Fig. 1: logic cells by family
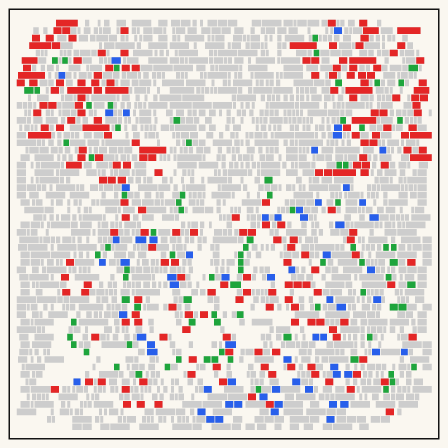
Fig. 2: cell area per tile
The die is cut into 16 by 16 equal tiles; white is low, dark blue is high, 0 to 100% covered.
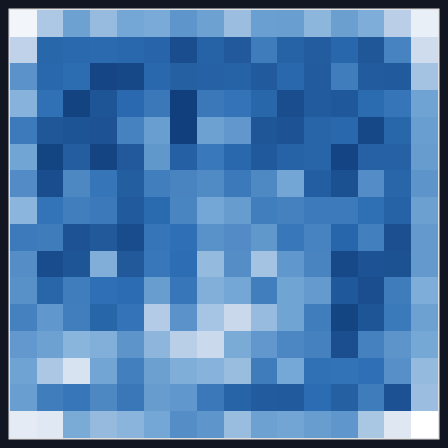
Fig. 3: track usage over the die
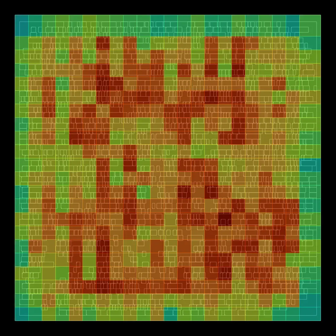
Fig. 4: met2 routing
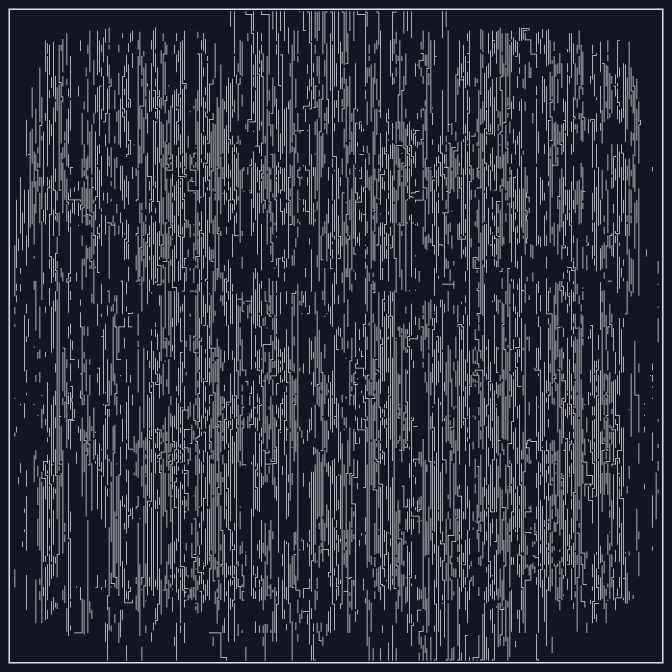
Fig. 5: signal wires by layer
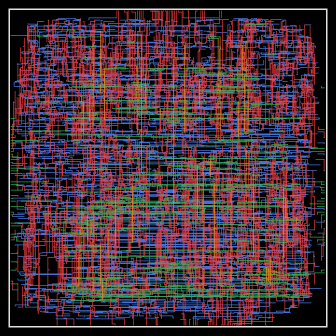
<file path="src/rtl/cpu_types_pkg.sv">
// Shared CPU types for the block-transfer sequencer and its helpers.
// Holds the sequencer state encoding and the empty-list address offset.
// Pure declarations; no logic.
package cpu_types_pkg;

  typedef enum logic [1:0] {
    ST_IDLE  = 2'd0,
    ST_SETUP = 2'd1,
    ST_XFER  = 2'd2,
    ST_DONE  = 2'd3
  } block_seq_state_t;

  // An empty register list moves the base as if sixteen words were transferred.
  localparam logic [31:0] BLOCK_EMPTY_LIST_OFFSET = 32'h40;

  // One-hot mask for a register index.
  function automatic logic [15:0] reg_onehot(input logic [3:0] idx);
    reg_onehot = 16'h0001 << idx;
  endfunction

endpackage

</file>
<file path="src/rtl/reg_list_scan.sv">
// Register-list scanner: popcount, lowest set index and empty flag.
// Latency: purely combinational.
// Backpressure: none, no handshake.
module reg_list_scan (
  input  logic [15:0] list,
  output logic [4:0]  count,
  output logic [3:0]  lowest,
  output logic        none
);

  // Walk from the top down so the last hit is the lowest set bit.
  always_comb begin
    count  = 5'd0;
    lowest = 4'd0;
    for (int i = 15; i >= 0; i--) begin
      if (list[i]) begin
        lowest = 4'(i);
        count  = count + 5'd1;
      end
    end
    none = (list == 16'h0000);
  end

endmodule

</file>
<file path="src/rtl/arm_block_transfer_seq.sv">
// LDM/STM sequencer: one register transfer per memory handshake, ascending addresses.
// Latency: start -> first xfer_valid 2 cycles; done n+2 cycles after start with ready held high.
// Backpressure: xfer_valid/xfer_reg/xfer_addr hold until xfer_ready; all outputs are registered.
module arm_block_transfer_seq
  import cpu_types_pkg::*;
(
  input  logic        clk,
  input  logic        reset,
  input  logic        start,
  input  logic        is_load,
  input  logic        P,
  input  logic        U,
  input  logic        S,
  input  logic        W,
  input  logic [15:0] reg_list,
  input  logic [3:0]  Rn,
  input  logic [31:0] base,
  output logic        busy,
  output logic        xfer_valid,
  input  logic        xfer_ready,
  output logic [3:0]  xfer_reg,
  output logic [31:0] xfer_addr,
  output logic        xfer_is_load,
  output logic        user_bank,
  output logic        wb_valid,
  output logic [31:0] wb_value,
  output logic        psr_restore,
  output logic        done
);

  block_seq_state_t state;

  logic        l_is_load, l_p, l_u, l_s, l_w;
  logic [15:0] l_list;
  logic [3:0]  l_rn;
  logic [31:0] l_base;
  logic [15:0] work;       // registers still to go, excluding the one on xfer_reg
  logic [31:0] addr;

  logic [4:0]  a_count, w_count;
  logic [3:0]  a_low, w_low;
  logic        a_none, w_none;

  logic [31:0] offset, start_addr, final_base;
  logic [15:0] eff_list;
  logic [3:0]  first_reg;
  logic        last_xfer;

  // Latched list feeds the address arithmetic in SETUP.
  reg_list_scan u_scan_latched (
    .list   (l_list),
    .count  (a_count),
    .lowest (a_low),
    .none   (a_none)
  );

  // Working list picks the next register during XFER.
  reg_list_scan u_scan_work (
    .list   (work),
    .count  (w_count),
    .lowest (w_low),
    .none   (w_none)
  );

  // Start address, final base and first register from the latched fields.
  always_comb begin
    offset    = a_none ? BLOCK_EMPTY_LIST_OFFSET : {25'd0, a_count, 2'b00};
    eff_list  = a_none ? 16'h8000 : l_list;
    first_reg = a_none ? 4'd15 : a_low;
    case ({l_p, l_u})
      2'b01:   start_addr = l_base;
      2'b11:   start_addr = l_base + 32'd4;
      2'b00:   start_addr = l_base - offset + 32'd4;
      default: start_addr = l_base - offset;
    endcase
    final_base = l_u ? (l_base + offset) : (l_base - offset);
    last_xfer  = w_none || (w_count == 5'd0);
  end

  assign xfer_addr = {addr[31:2], 2'b00};

  // Sequencer FSM with registered outputs.
  always_ff @(posedge clk) begin
    if (reset) begin
      state        <= ST_IDLE;
      l_is_load    <= 1'b0;
      l_p          <= 1'b0;
      l_u          <= 1'b0;
      l_s          <= 1'b0;
      l_w          <= 1'b0;
      l_list       <= 16'h0000;
      l_rn         <= 4'd0;
      l_base       <= 32'd0;
      work         <= 16'h0000;
      addr         <= 32'd0;
      busy         <= 1'b0;
      xfer_valid   <= 1'b0;
      xfer_reg     <= 4'd0;
      xfer_is_load <= 1'b0;
      user_bank    <= 1'b0;
      wb_valid     <= 1'b0;
      wb_value     <= 32'd0;
      psr_restore  <= 1'b0;
      done         <= 1'b0;
    end else begin
      case (state)
        ST_IDLE: begin
          if (start) begin
            l_is_load    <= is_load;
            l_p          <= P;
            l_u          <= U;
            l_s          <= S;
            l_w          <= W;
            l_list       <= reg_list;
            l_rn         <= Rn;
            l_base       <= base;
            busy         <= 1'b1;
            xfer_is_load <= is_load;
            user_bank    <= S & ~(is_load & reg_list[15]);
            state        <= ST_SETUP;
          end
        end
        ST_SETUP: begin
          addr       <= start_addr;
          wb_value   <= final_base;
          xfer_reg   <= first_reg;
          work       <= eff_list & ~reg_onehot(first_reg);
          xfer_valid <= 1'b1;
          state      <= ST_XFER;
        end
        ST_XFER: begin
          if (xfer_ready) begin
            addr <= addr + 32'd4;
            if (last_xfer) begin
              xfer_valid  <= 1'b0;
              done        <= 1'b1;
              wb_valid    <= l_w & ~(l_is_load & l_list[l_rn]);
              psr_restore <= l_s & l_is_load & l_list[15];
              state       <= ST_DONE;
            end else begin
              xfer_reg <= w_low;
              work     <= work & ~reg_onehot(w_low);
            end
          end
        end
        default: begin
          done         <= 1'b0;
          wb_valid     <= 1'b0;
          psr_restore  <= 1'b0;
          busy         <= 1'b0;
          user_bank    <= 1'b0;
          xfer_is_load <= 1'b0;
          wb_value     <= 32'd0;
          addr         <= 32'd0;
          xfer_reg     <= 4'd0;
          work         <= 16'h0000;
          state        <= ST_IDLE;
        end
      endcase
    end
  end

endmodule

</file>
<file path="config.mk">
export PLATFORM = sky130hd
export DESIGN_NAME = arm_block_transfer_seq
export DESIGN_NICKNAME = d
export VERILOG_FILES = /design/src/rtl/cpu_types_pkg.sv /design/src/rtl/reg_list_scan.sv /design/src/rtl/arm_block_transfer_seq.sv
export SDC_FILE = /design/constraint.sdc
export NUM_CORES = 1
export LEC_CHECK = 0
export ABC_CLOCK_PERIOD_IN_PS = 19100
export CAP_MARGIN = 10
export CORE_MARGIN = 2
export CORE_UTILIZATION = 62
export CTS_CLUSTER_DIAMETER = 150
export DETAILED_ROUTE_END_ITERATION = 10
export PLACE_DENSITY = 0.85
export SLEW_MARGIN = 20
export SYNTH_ARGS = -nofsm -noshare
export SYNTH_HDL_FRONTEND = slang
export SYNTH_HIERARCHICAL = 1
export SYNTH_SLANG_ARGS = --single-unit
</file>
<file path="constraint.sdc">
create_clock -name clk -period 19.1 [get_ports clk]
set_input_delay 3.82 -clock clk [delete_from_list [all_inputs] [get_ports clk]]
set_output_delay 3.82 -clock clk [all_outputs]
set_load 0.02 [all_outputs]
</file>
==> impl_results.rst <==
Synthesis and place-and-route
=============================

.. list-table::
   :header-rows: 1

   * - Metric
     - Value
   * - Max IR drop VDD
     - 0.145 mV
   * - Outcome
     - finished clean
   * - Final worst-path cycle share
     - 64.6%
   * - # DRC
     - 0
   * - Syn_area_per_cell
     - between 7 and 8 um2
   * - Die width
     - around 160 um
   * - Top Registers
     - l_base x32, wb_value x32, addr x30
   * - Count of buffers from port buffering
     - 133
   * - Row Count
     - 55
   * - Final number of hold-violating endpoints
     - 0
   * - Maximum fanout along the worst path
     - 16
   * - Die boundary height
     - 156 um
   * - Final net count
     - 2126
   * - Maximum root-to-sink buffer count
     - 2
   * - Number of instances in the synthesized netlist
     - 1981
   * - Post-synthesis cell count from yosys
     - ~2000
   * - Number of antenna diodes
     - 0
   * - Critical Path Start Type
     - register
   * - Sequential fraction of the synthesis area
     - between 20% and 30%
   * - Commonest flop
     - sky130_fd_sc_hd__dfxtp_1
   * - Remaining antenna violation count
     - 0
   * - Fraction of registers with async set or reset after synthesis
     - 0%
   * - Number of clock buffers inserted by TritonCTS
     - 17
   * - Upper clock frequency limit
     - just over 0.08 GHz
   * - Synth warnings
     - 6
   * - Launch instance of the worst register-to-register path
     - l_list[15]
   * - Post-synthesis chip area from yosys
     - around 0.014 mm2
   * - Worst slew pin tran
     - 1030 ps
Back to the opening pictures, Fig. 1:
[non-inverting ao/oa cells] blue | cells: 65
[and/or cells] green | cells: 84 | where: all over the die
[xor and xnor cells] red | cells: 206 | where: all over the die

Back to the opening pictures, Fig. 2:
nearly empty tiles: 0.40%
fullest tile: 94%
tiles over 75% full: 35%
mean over tiles: 65%
Placeable Area: 0.0226 mm2
final core utilization: 71.2%
share of the core filled by cells before placement: 63.1%

Back to the opening pictures, Fig. 3:
all-layer global routing usage: 37.6%
GR Layer Usage met2: 55.0%
routed length per instance: 20.2 um

Back to the opening pictures, Fig. 4:
main direction: vertical
nets with wire on the layer: 1724

Back to the opening pictures, Fig. 5:
[metal 4] orange | wire length: 1230 um
[metal 3] green | wire length: 5110 um
[metal 1] blue | wire length: 20.4 mm
[metal 2] red | wire length: 19800 um
vias post-DR: 15163
Post-Route WL: 46600 um

-- worst max path at each step --
stage,from,endpoint,slack [ps],cells after the start
final,l_list[15],addr[27],6760,52
after global routing,l_list[15],addr[27],5930,52
after CTS,l_list[15],addr[27],7000,52
after detailed placement,l_list[15],addr[27],7110,52
after global placement,l_list[15],addr[27],7650,52
after floorplan,l_list[15],addr[27],8560,50
-- power by group through the flow --
stage	Sequential (W)	Combinational (W)	Clock, W
3_5_place_dp	0.000446	0.00197	0
3_3_place_gp	0.000445	0.00194	0
4_1_cts	0.000440	0.00200	0.000340
2_1_floorplan	0.000414	0.00148	0
5_1_grt	0.000451	0.00224	0.000353
6_report	0.000444	0.00207	0.000340
-- cell usage after synthesis, types with 20 or more instances --
cell | number | area, um2
sky130_fd_sc_hd__a211oi_1 | 20 | 150
sky130_fd_sc_hd__a21oi_1 | 205 | 1030
sky130_fd_sc_hd__a22o_1 | 21 | 184
sky130_fd_sc_hd__a22oi_1 | 21 | 158
sky130_fd_sc_hd__and3_1 | 23 | 144
sky130_fd_sc_hd__clkbuf_1 | 110 | 413
sky130_fd_sc_hd__dfxtp_1 | 148 | 2960
sky130_fd_sc_hd__ha_1 | 56 | 701
sky130_fd_sc_hd__inv_1 | 52 | 195
sky130_fd_sc_hd__mux2i_1 | 23 | 230
sky130_fd_sc_hd__nand2_1 | 294 | 1100
sky130_fd_sc_hd__nand2b_1 | 22 | 138
sky130_fd_sc_hd__nand3_1 | 80 | 400
sky130_fd_sc_hd__nand4_1 | 35 | 219
sky130_fd_sc_hd__nor2_1 | 162 | 608
sky130_fd_sc_hd__nor2b_1 | 21 | 131
sky130_fd_sc_hd__nor3_1 | 52 | 260
sky130_fd_sc_hd__nor4_1 | 28 | 175
sky130_fd_sc_hd__o211ai_1 | 22 | 165
sky130_fd_sc_hd__o21ai_0 | 92 | 460
sky130_fd_sc_hd__xnor2_1 | 126 | 1100
sky130_fd_sc_hd__xor2_1 | 60 | 526
-- per-layer routing --
layer	vias to the layer above	global-route usage [%]	wire length (um)	part of all wire, %
met3	113	8.67	5110	11
li1	7133	-	-	-
met4	0	11.9	1230	2.6
met2	879	55.0	19800	43
met5	-	0	0	0
met1	7038	54.5	20400	44
-- area by class of cell --
type | count | area, um2
fillers | 1875 | 6530
repair buffers | 147 | 1430
clock buffers | 20 | 457
flip-flops and latches | 148 | 2960
well taps | 285 | 357
inverters | 55 | 206
multi-input cells | 1638 | 10600
clock inverters | 12 | 118
-- cell families (layout without fill, tap and decap cells) --
logic type	Yosys count	count (layout)
and+or+nand+nor	802	802
AOI/OAI and AO/OA	523	523
xor gates and xnor gates	206	206
buffers and inverters	196	234
DFF	148	148
adders and majority gates	62	62
muxes	43	43
other	1	2
-- cells in the final DEF (no fill, tap or decap), drive strengths merged, types with 57 or more instances in the layout --
cell type	count
a21oi	205
clkdlybuf4s50	132
dfxtp	148
inv	57
nand2	294
nand3	80
nor2	162
o21ai	94
xnor2	130
xor2	66
-- through the flow --
step / worst slack [ps] / cells
finish: 6760 / 2305
global route: 5930 / 2305
global placement: 7650 / 2273
detailed placement: 7110 / 2273
CTS: 7000 / 2305
floorplan: 8560 / 1982
No activity file was given, so power comes from the tool's default toggle rates.
